`config.mk`:
```
export PLATFORM = sky130hd
export DESIGN_NAME = tick_interval_monitor
export DESIGN_NICKNAME = d
export VERILOG_FILES = /design/src/rtl/tick_mon_pkg.sv /design/src/rtl/interval_timer.sv /design/src/rtl/tick_interval_monitor.sv
export SDC_FILE = /design/constraint.sdc
export NUM_CORES = 1
export LEC_CHECK = 0
export CAP_MARGIN = 10
export CORE_UTILIZATION = 52
export DETAILED_ROUTE_END_ITERATION = 8
export PLACE_DENSITY_LB_ADDON = 0.15
export SYNTH_ARGS = -nofsm -noshare
export SYNTH_HDL_FRONTEND = slang
export SYNTH_SLANG_ARGS = --single-unit
```
`constraint.sdc`:
```
create_clock -name clk -period 2.75 [get_ports clk]
set_input_delay 0.6875 -clock clk [delete_from_list [all_inputs] [get_ports clk]]
set_output_delay 0.6875 -clock clk [all_outputs]
set_load 0.02 [all_outputs]
```
`src/rtl/tick_mon_pkg.sv`:
```
// tick_mon_pkg: monitor state encoding and default timing constants shared with the delay generator
package tick_mon_pkg;
  typedef enum logic [1:0] {IDLE, ACQ, LOCKED, FAULT} state_t;
  localparam int EXP_PERIOD_DEF = 7501;
  localparam int TOL_DEF = 2;
  localparam int CBITS_DEF = 13;
endpackage

```
`src/rtl/interval_timer.sv`:
```
// interval_timer: saturating cycles-since-tick counter with timeout compare
module interval_timer #(
  parameter int CBITS = 13,
  parameter int LIMIT = 7503
) (
  input  logic             clk,
  input  logic             rst,
  input  logic             tick,
  output logic [CBITS-1:0] gap,
  output logic             timeout
);
  // restart at 1 on tick so the tick cycle's gap equals the interval; hold at all-ones
  always_ff @(posedge clk)
    if (rst) gap <= '0;
    else gap <= tick ? CBITS'(1) : (gap == '1 ? gap : gap + CBITS'(1));
  assign timeout = !tick && gap == CBITS'(LIMIT);
endmodule

```
`src/rtl/tick_interval_monitor.sv`:
```
// tick_interval_monitor: judges tick intervals against EXP_PERIOD+/-TOL, tracks lock (STICKY_FAULT_EN makes FAULT terminal)
module tick_interval_monitor
  import tick_mon_pkg::*;
#(
  parameter int EXP_PERIOD = EXP_PERIOD_DEF,
  parameter int TOL = TOL_DEF,
  parameter int CBITS = CBITS_DEF,
  parameter int LOCK_CNT = 2,
  parameter int TCNT_BITS = 16
) (
  input  logic                 clk,
  input  logic                 rst,
  input  logic                 tick,
  output logic [CBITS-1:0]     period,
  output logic                 valid,
  output logic                 early,
  output logic                 miss,
  output logic                 locked,
  output logic                 err,
  output logic [TCNT_BITS-1:0] tick_cnt
);
  localparam int GBITS = $clog2(LOCK_CNT + 1);
  if (EXP_PERIOD + TOL + 1 >= 2 ** CBITS) begin : g_bad_cfg
    $error("CBITS too narrow for EXP_PERIOD+TOL");
  end
  state_t state;
  logic [GBITS-1:0] good_cnt;
  logic [CBITS-1:0] gap;
  logic timeout, early_iv, good_iv;
  interval_timer #(.CBITS(CBITS), .LIMIT(EXP_PERIOD + TOL)) u_tmr (
    .clk(clk), .rst(rst), .tick(tick), .gap(gap), .timeout(timeout)
  );
  assign early_iv = gap < CBITS'(EXP_PERIOD - TOL);
  assign good_iv = !early_iv && gap <= CBITS'(EXP_PERIOD + TOL);
  assign locked = state == LOCKED;
  assign err = state == FAULT;
  // lock FSM with pulse flags, held period and free-running tick count
  always_ff @(posedge clk)
    if (rst) begin
      state <= IDLE;
      good_cnt <= '0;
      period <= '0;
      valid <= 1'b0;
      early <= 1'b0;
      miss <= 1'b0;
      tick_cnt <= '0;
    end else begin
      valid <= 1'b0;
      early <= 1'b0;
      miss <= 1'b0;
      if (tick) tick_cnt <= tick_cnt + 1'b1;
      case (state)
        IDLE:
          if (tick) begin
            state <= ACQ;
            good_cnt <= '0;
          end
        ACQ:
          if (tick) begin
            valid <= 1'b1;
            period <= gap;
            if (good_iv) begin
              good_cnt <= good_cnt + 1'b1;
              if (good_cnt == GBITS'(LOCK_CNT - 1)) state <= LOCKED;
            end else begin
              good_cnt <= '0;
              early <= early_iv;
            end
          end else if (timeout) begin
            miss <= 1'b1;
            state <= FAULT;
          end
        LOCKED:
          if (tick) begin
            valid <= 1'b1;
            period <= gap;
            if (!good_iv) begin
              early <= early_iv;
              state <= FAULT;
            end
          end else if (timeout) begin
            miss <= 1'b1;
            state <= FAULT;
          end
        default: begin
`ifndef STICKY_FAULT_EN
          if (tick) begin
            state <= ACQ;
            good_cnt <= '0;
          end
`endif
        end
      endcase
    end
endmodule

```
==> qor.log, run 1 <==
INFO  layout         buf_share=14.3%
INFO  worst_setup_path critical_path_required=2.97ns
INFO  global_route   first_global_vias=1,668
INFO  global_route   global_route_usage_over_all_layers=22.2%
INFO  worst_setup_path critical_path_peak_fanout=7
INFO  logic_synthesis simple_gate_area_share=25.1%
INFO  hold_path      worst_hold_path_stage_count=2
INFO  pwr            power_clock=0.422mW
INFO  pwr            power.static_leakage=0.960nW
INFO  placed_design  place_congestion=0.884
INFO  logic_synthesis postSynthAreaPerCell=8.49squm
INFO  routing        firstDrtPassIters=5
INFO  hold_path      timing.hold.worst.start=period[3]
INFO  layout         utilization=66.2%
INFO  logic_synthesis logic_family=simple AND/OR/NAND/NOR gates
INFO  pwr            seqPwrFrac=56.2%
INFO  cts            numCtsBuffers=5
INFO  layout         largest_class=logic gates
INFO  routing        postRouteAntennaNets=0
INFO  die            rows=23
INFO  logic_synthesis synth.top_cell.area_share=44.8%
INFO  cts            cts.sink_count=49
INFO  layout         area.growth.synth_to_final=21.8%
INFO  worst_setup_path crit_path_top_delay_cell=dfxtp_1
INFO  pwr            switching_power=0.328mW
INFO  cts            cts-htree-levels=2
INFO  hold_path      hold_end=period[3]
INFO  pwr            clock_power_share=32.2%
INFO  layout         drive_gt1_share=6.85%
INFO  job            log.warning_count=28
INFO  global_route   grt_busiest_layer=met2
INFO  logic_synthesis yosysWarnings=0
INFO  logic_synthesis yosys.area_share.aoi=14.1%
INFO  layout         antennaDiodeCount=0
INFO  sta            final_min_period_over_clock_period=85.8%
INFO  die            io_pins=37
INFO  job            cap_viol_max_count=0
INFO  logic_synthesis synth-edff-count=0
INFO  layout         register_area=981squm
INFO  cts            cts.hold.buffers_added=0
INFO  layout         top_regs=tick_cnt x16, period x13, u_tmr.gap x13
INFO  worst_setup_path worst_path_dominant_cell_family=simple AND/OR/NAND/NOR gates
INFO  global_route   globalRouteOverflowTotal=0
INFO  worst_setup_path startpoint=u_tmr.gap[6]
INFO  pwr            power-per-cell-area=491nW/um^2
INFO  run_status     outcome=finished clean
INFO  global_route   antenna_found_initial=0
INFO  logic_synthesis mux_share=0.914%
INFO  die            placeableCoreArea=4030squm
INFO  logic_synthesis summed_standard_cell_area_reported_by_yosys=2190squm
INFO  logic_synthesis top_cells_by_count=49 x dfxtp_1, 39 x nand2_1, 33 x nor2_1, 23 x a21oi_1, 16 x xor2_1
INFO  worst_setup_path path_cells=or3b_1 -> or4_4 -> a221oi_4 -> nand2_2 -> a221o_1 -> a221oi_2
INFO  logic_synthesis synth_flop_type=dfxtp_1
INFO  worst_setup_path cp.buffers_inverters=0
INFO  pwr            powerSeq=0.737mW
INFO  die            fp_util=54.4%
INFO  logic_synthesis netlist_area=2190squm
INFO  routing        routed_wire_length_per_instance=13.2um
INFO  pwr            power.switching_fraction=25.0%
INFO  worst_setup_path worstReg2RegEnd=state[0]
INFO  sta            finalSetupViolations=0
INFO  pwr            p_int=0.983mW
INFO  layout         clock_tree_area_fraction=3.23%
INFO  layout         seq_area_share=36.8%
INFO  sta            worstMarginPinSlew=0.532ns
INFO  hold_path      holdCritPathClass=reg -> reg
INFO  sta            clock.fmax=0.424GHz
INFO  worst_setup_path ff2ff_path_depth=6
INFO  logic_synthesis postSynthRegisterBits=49
INFO  logic_synthesis synthAdderAreaFrac=3.43%
INFO  layout         mostFrequentLayoutCell=dfxtp_1
INFO  placed_design  detailed_place_hpwl=3230um
INFO  worst_setup_path worst_setup_path_start_kind=flop
INFO  cts            clk_path_buf_depth=2
==> run 1: metrics by stage <==
stage	setup slack, ns	hold slack [ns]	instance area, sq um
after floorplan	0.560	0.432	2190
final	0.391	0.455	2670
after detailed placement	0.371	0.448	2580
after global routing	0.166	0.477	2670
after CTS	0.392	0.460	2670
after global placement	0.452	0.441	2580
==> run 1: layer usage <==
metal / vias up / share of wire (%)
li1: 948 / -
met3: 4 / 4.1
met5: - / 0
met1: 872 / 47
met4: 0 / 0.49
met2: 46 / 48
==> run 1: kinds of logic after synthesis <==
group / Yosys count
adders and majority gates: 6
AOI/OAI and AO/OA: 47
and+or+nand+nor: 115
DFF: 49
muxes: 2
buffers and inverters: 19
xor gates and xnor gates: 20
### Signal wires on met1, run 1

Bar = 20 um. Supply wires on this layer in gray.
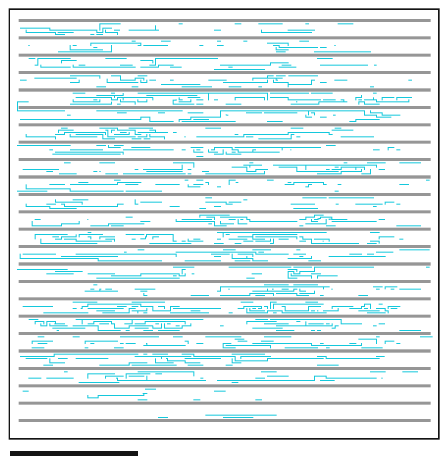
275 nets have wire on it. The layer holds 47% of the routed length.
wire length after detailed routing: 4510 um
GR Layer Usage met1: 29.6%
total vias in the final route: 1,870

### Met2 routing, run 1

Cells faint in the background.
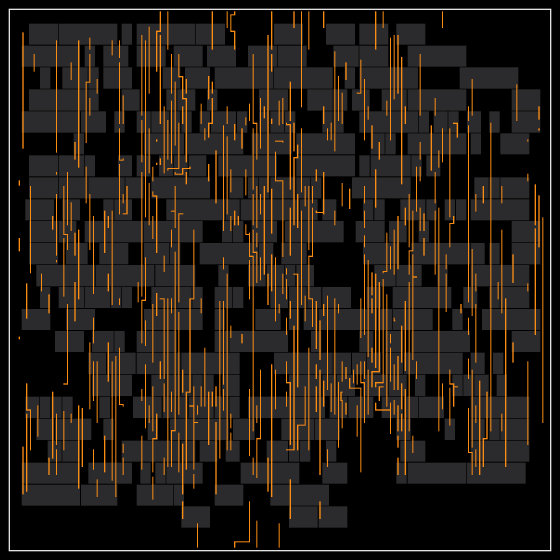
The wires run mostly vertical. 249 nets have wire on it. The layer holds 48% of the routed length.
met2 GRT Util: 35.1%

### Metal 3, run 1

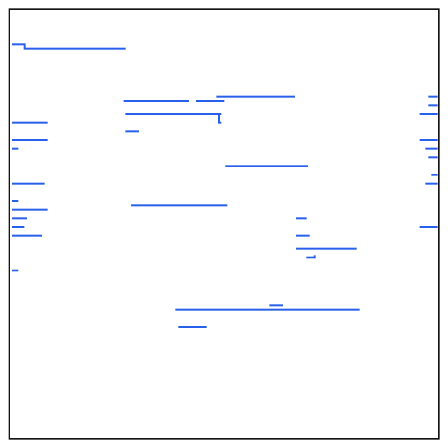
The wires run mostly horizontal. 29 nets have wire on it. The layer carries 184 um of wire.
met3 usage: 5.48%

### Routing congestion, run 1

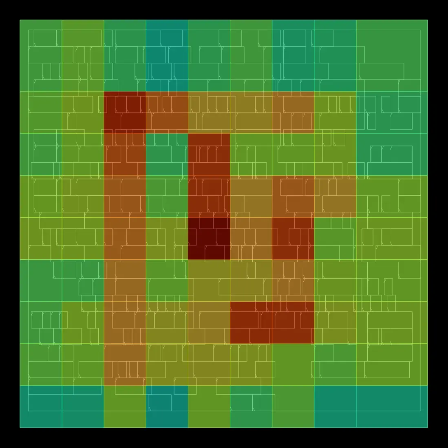

==> inputs of run 2 (changes only) <==
- clock period: 2.75 -> 2.61 ns (I/O delays scaled with it)
### Routing congestion, run 2

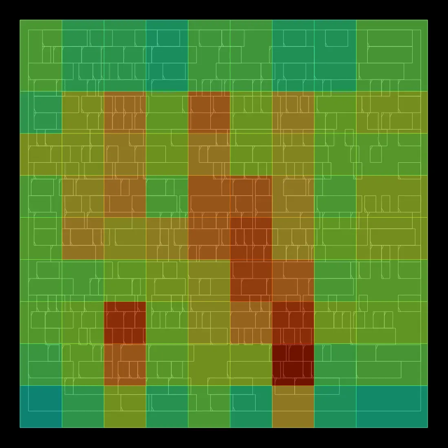
end-of-flow core utilization: 68.0%
met3 usage: 4.62%

==> run 2 against run 1 <==
  * Clock power up 48%
  * Utilization grew 1.7 points
  * Clock-buffer cell count decreased by 2
  * Highest routed layer unchanged
  * First-iteration DRC count is 13% lower
  * Synthesized cell count unchanged
  * Cell count up 1.2%
  * Non-clock buffer count is 3 higher
==> qor.log, run 2 <==
INFO  run_status     outcome=finished clean
INFO  layout         area.growth.synth_to_final=25.0%
INFO  sta            slew_headroom=65.9%
INFO  job            log.warning_count=28
INFO  layout         mostFrequentLayoutCell=dfxtp_1
INFO  cts            cts.hold.buffers_added=0
INFO  die            rows=23
INFO  global_route   first_global_vias=1,648
INFO  hold_path      hold_end=good_cnt[1]
INFO  logic_synthesis summed_standard_cell_area_reported_by_yosys=2190squm
INFO  layout         top_regs=tick_cnt x16, period x13, u_tmr.gap x13
INFO  worst_setup_path path_cells=or3b_1 -> or4_4 -> a221oi_4 -> nand2_2 -> a221o_1 -> a221oi_2
INFO  worst_setup_path crit_path_top_delay_cell=dfxtp_1
INFO  layout         final_cell_area=2740squm
INFO  die            io_pins=37
INFO  global_route   global_route_usage_over_all_layers=21.7%
INFO  sta            finalHoldWorstSlack=0.453ns
INFO  worst_setup_path worst_path_dominant_cell_family=simple AND/OR/NAND/NOR gates
INFO  global_route   globalRouteMet2Util=35.5%
INFO  global_route   antenna_found_initial=0
INFO  hold_path      worst_hold_path_stage_count=2
INFO  routing        route.top_layer_used=met4
INFO  pwr            p_int=1.21mW
INFO  worst_setup_path worst_setup_path_start_kind=flop
INFO  layout         antennaDiodeCount=0
INFO  placed_design  detailed_place_hpwl=3100um
INFO  global_route   grt_busiest_layer=met2
INFO  sta            final_min_period_over_clock_period=89.5%
INFO  global_route   largest_net_degree_at_the_start_of_global_routing=19
INFO  routing        firstDrtPassIters=4
INFO  hold_path      holdCritPathClass=reg -> reg
INFO  routing        routed_wirelength=4380um
INFO  logic_synthesis yosysWarnings=0
INFO  die            placeableCoreArea=4030squm
INFO  logic_synthesis synth_flop_type=dfxtp_1
INFO  placed_design  post-place-ws=0.318ns
INFO  pwr            power.switching_fraction=22.7%
INFO  routing        wl_met3=138um
INFO  pwr            powerSeq=0.777mW
INFO  pwr            vdd_ir_drop_max=333uV
INFO  die            die-width=66.9um
INFO  worst_setup_path startpoint=u_tmr.gap[6]
INFO  pwr            power_clock=0.624mW
INFO  placed_design  place_congestion=0.879
INFO  worst_setup_path cp.buffers_inverters=0
INFO  hold_path      timing.hold.worst.start=good_cnt[1]
INFO  die            fp_util=54.4%
INFO  worst_setup_path critical_path_peak_fanout=7
INFO  cts            cts-htree-levels=2
INFO  pwr            switching_power=0.353mW
INFO  pwr            clock_power_share=40.0%
INFO  layout         drive_gt1_share=8.45%
INFO  sta            timing.final.ws_setup=0.275ns
INFO  worst_setup_path worstReg2RegEnd=state[0]
INFO  global_route   grtUsageMet1=28.2%
INFO  placed_design  post_dp_cell_area=2610squm
INFO  sta            finalSetupViolations=0
INFO  sta            setup_tns=0ns
INFO  worst_setup_path r2r_slack=0.27ns
INFO  logic_synthesis synth-edff-count=0
INFO  pwr            power-per-cell-area=569nW/um^2
INFO  routing        routed_wire_length_per_instance=12.6um
INFO  routing        wl_met1=2120um
INFO  logic_synthesis synth.top_cell.area_share=44.8%
INFO  worst_setup_path critical_path_required=2.83ns
INFO  logic_synthesis postSynthRegisterBits=49
INFO  cts            cts.sink_count=49
INFO  sta            worstMarginPinSlew=0.510ns
INFO  sta            clock.fmax=0.428GHz
INFO  routing        vias=1,856
INFO  pwr            power.static_leakage=0.998nW
INFO  cts            clk_path_buf_depth=2
INFO  routing        routed-wl-met2=2060um
INFO  routing        postRouteAntennaNets=0
INFO  job            cap_viol_max_count=0
INFO  global_route   globalRouteOverflowTotal=0
INFO  pwr            seqPwrFrac=49.8%
INFO  logic_synthesis postSynthAreaPerCell=8.49squm
INFO  logic_synthesis top_cells_by_count=49 x dfxtp_1, 39 x nand2_1, 33 x nor2_1, 23 x a21oi_1, 16 x xor2_1
INFO  logic_synthesis netlist_area=2190squm
-- run 2: cell counts after synthesis --
Identical to the previous run, type by type.
-- run 2: kinds of logic (layout without fill, tap and decap cells) --
kind of cell    Yosys count  after routing  synth area share [%]
buf+inv                  19             57                  3.65
compound gates           47             47                  14.1
mux                       2              2                 0.914
simple gates            115            115                  25.1
fa+ha+maj                 6              6                  3.43
xor+xnor                 20             20                  8.00
flops                    49             49                  44.8
-- run 2: cell type report --
type / instances / area, sq um
Inverter: 7 / 26.3
Clock inverter: 3 / 65.1
Fill cell: 339 / 1290
Tap cell: 50 / 62.6
Multi-Input combinational cell: 190 / 1130
Sequential cell: 49 / 981
Timing Repair Buffer: 42 / 405
Clock buffer: 5 / 68.8
### Signal wires on met1, run 2

Bar = 20 um. Supply wires on this layer in gray.
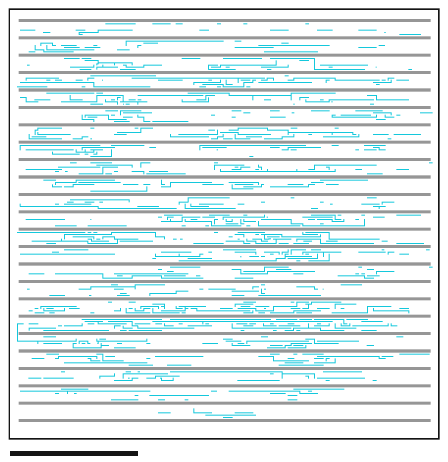

==> inputs of run 3 (changes only) <==
- CORE_UTILIZATION: 52 -> 54
- CTS_BUF_LIST: default -> sky130_fd_sc_hd__clkbuf_2
### Signal wires on met1, run 3

Bar = 20 um. Supply wires on this layer in gray.
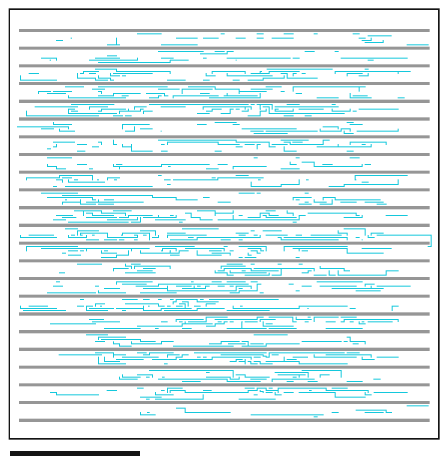
265 nets have wire on it. The layer carries 2,100 um of wire.
total vias in the final route: 1,866
GR Layer Usage met1: 31.5%

==> run 3 against run 2 <==
  * Combinational power barely moved
  * Maximum frequency fell by 3.4%
  * Largest power group unchanged
  * Utilization rose by 2.3 points
  * Critical endpoint is now locked
  * Sequential power barely moved
  * Clock power fell by 38%
  * Synthesized area did not move
  * Final area fell by 3.2%
  * Sequential share of layout area rose by 1.2 points
  * Synthesized cell count did not move
  * Highest routed layer unchanged
  * Non-clock buffer count fell by 2
  * Critical path depth fell by 4
==> qor.log, run 3 <==
INFO  hold_path      worst_hold_path_stage_count=2
INFO  sta            finalSetupViolations=0
INFO  sta            timing.final.ws_setup=0.192ns
INFO  logic_synthesis mux_share=0.914%
INFO  layout         signal_inverters=7
INFO  layout         final_cell_area=2650squm
INFO  sta            finalHoldWorstSlack=0.470ns
INFO  logic_synthesis postSynthRegisterBits=49
INFO  die            rows=22
INFO  logic_synthesis top_cells_by_count=49 x dfxtp_1, 39 x nand2_1, 33 x nor2_1, 23 x a21oi_1, 16 x xor2_1
INFO  cts            clk_path_buf_depth=2
INFO  sta            final_min_period_over_clock_period=92.6%
INFO  logic_synthesis synthAdderAreaFrac=3.43%
INFO  placed_design  place_congestion=0.794
INFO  layout         register_area=981squm
INFO  global_route   grt_use_met3=4.34%
INFO  logic_synthesis postSynthAreaPerCell=8.49squm
INFO  cts            numCtsBuffers=5
INFO  layout         num-fill-cells=316
INFO  pwr            powerSeq=0.780mW
INFO  pwr            p_int=0.991mW
INFO  routing        routed_wire_length_per_instance=13.0um
INFO  worst_setup_path crit_path_top_delay_cell=clkdlybuf4s50_1
INFO  pwr            switching_power=0.338mW
INFO  layout         flops=49
INFO  sta            slew_headroom=66.5%
INFO  global_route   global_route_usage_over_all_layers=23.3%
INFO  cts            cts.hold.buffers_added=0
INFO  hold_path      holdCritPathClass=reg -> reg
INFO  die            die-width=65.7um
INFO  die            io_pins=37
INFO  layout         buffers_excl_clock=40
INFO  routing        wl_met1=2100um
INFO  sta            setup_tns=0ns
INFO  pwr            power-per-cell-area=501nW/um^2
INFO  layout         nClkBuffers=6
INFO  pwr            power.switching_fraction=25.4%
INFO  die            fp_util=58.1%
INFO  logic_synthesis logic_family=simple AND/OR/NAND/NOR gates
INFO  global_route   antenna_found_initial=0
INFO  logic_synthesis netlist_area=2190squm
INFO  logic_synthesis synth.top_cell.area_share=44.8%
INFO  layout         antennaDiodeCount=0
INFO  sta            timing.clock.skew=0.0102ns
INFO  routing        routed-wl-met2=2050um
INFO  global_route   globalRouteOverflowTotal=0
INFO  routing        routed_wirelength=4440um
INFO  pwr            clock_power_share=29.4%
INFO  worst_setup_path critical_path_peak_fanout=6
INFO  pwr            power.static_leakage=0.962nW
INFO  job            cap_viol_max_count=0
INFO  layout         largest_class=logic gates
INFO  layout         layout.area.comb=1130squm
INFO  placed_design  detailed_place_hpwl=3150um
INFO  hold_path      timing.hold.worst.start=period[0]
INFO  layout         clock_tree_area_fraction=2.41%
INFO  layout         top_regs=tick_cnt x16, period x13, u_tmr.gap x13
INFO  logic_synthesis simple_gate_area_share=25.1%
INFO  placed_design  post-place-ws=0.305ns
INFO  logic_synthesis yosysWarnings=0
INFO  routing        wl_met3=225um
INFO  routing        firstDrtPassIters=4
INFO  logic_synthesis yosys.area_share.aoi=14.1%
INFO  logic_synthesis synth-edff-count=0
INFO  layout         utilization=70.3%
INFO  layout         buf_share=14.7%
INFO  logic_synthesis synth_flop_type=dfxtp_1
INFO  pwr            vdd_ir_drop_max=340uV
INFO  cts            cts.sink_count=49
INFO  global_route   globalRouteMet2Util=36.2%
INFO  global_route   first_global_vias=1,679
INFO  layout         comb.multi_input.count=190
INFO  pwr            power_clock=0.390mW
INFO  run_status     outcome=finished clean
INFO  worst_setup_path worstReg2RegEnd=state[0]
INFO  layout         mostFrequentLayoutCell=dfxtp_1
INFO  layout         seq_area_share=37.0%
INFO  sta            clock.fmax=0.414GHz
INFO  worst_setup_path worst_setup_path_start_kind=flop
INFO  die            well_tap_count=48
INFO  logic_synthesis summed_standard_cell_area_reported_by_yosys=2190squm
INFO  job            log.warning_count=28
INFO  hold_path      hold_end=period[0]
INFO  worst_setup_path ff2ff_path_depth=6
INFO  global_route   largest_net_degree_at_the_start_of_global_routing=33
INFO  routing        postRouteAntennaNets=0
run 3: worst max path at each step:
| stage | startpoint | endpoint | cells after the start |
|---|---|---|---|
| after detailed placement | tick | tick_cnt[15] | 7 |
| after global placement | tick | tick_cnt[15] | 7 |
| final | state[1] | locked | 2 |
| after floorplan | u_tmr.gap[5] | state[0] | 7 |
| after CTS | state[1] | locked | 2 |
| after global routing | state[1] | locked | 2 |
run 3: worst max-delay path, delay by kind of cell (launching register included):
family / cells / cell delay [ns]
buffers and inverters: 1 / 0.64
DFF: 1 / 0.44
adders and majority gates: 1 / 0.28
run 3: cells by family after synthesis:
logic type | Yosys count
multiplexers | 2
AND/OR/NAND/NOR | 115
buffers and inverters | 19
flip-flops | 49
AND-OR/OR-AND | 47
adder cells (fa/ha/maj) | 6
XOR/XNOR | 20
Power and IR drop assume default switching activity.
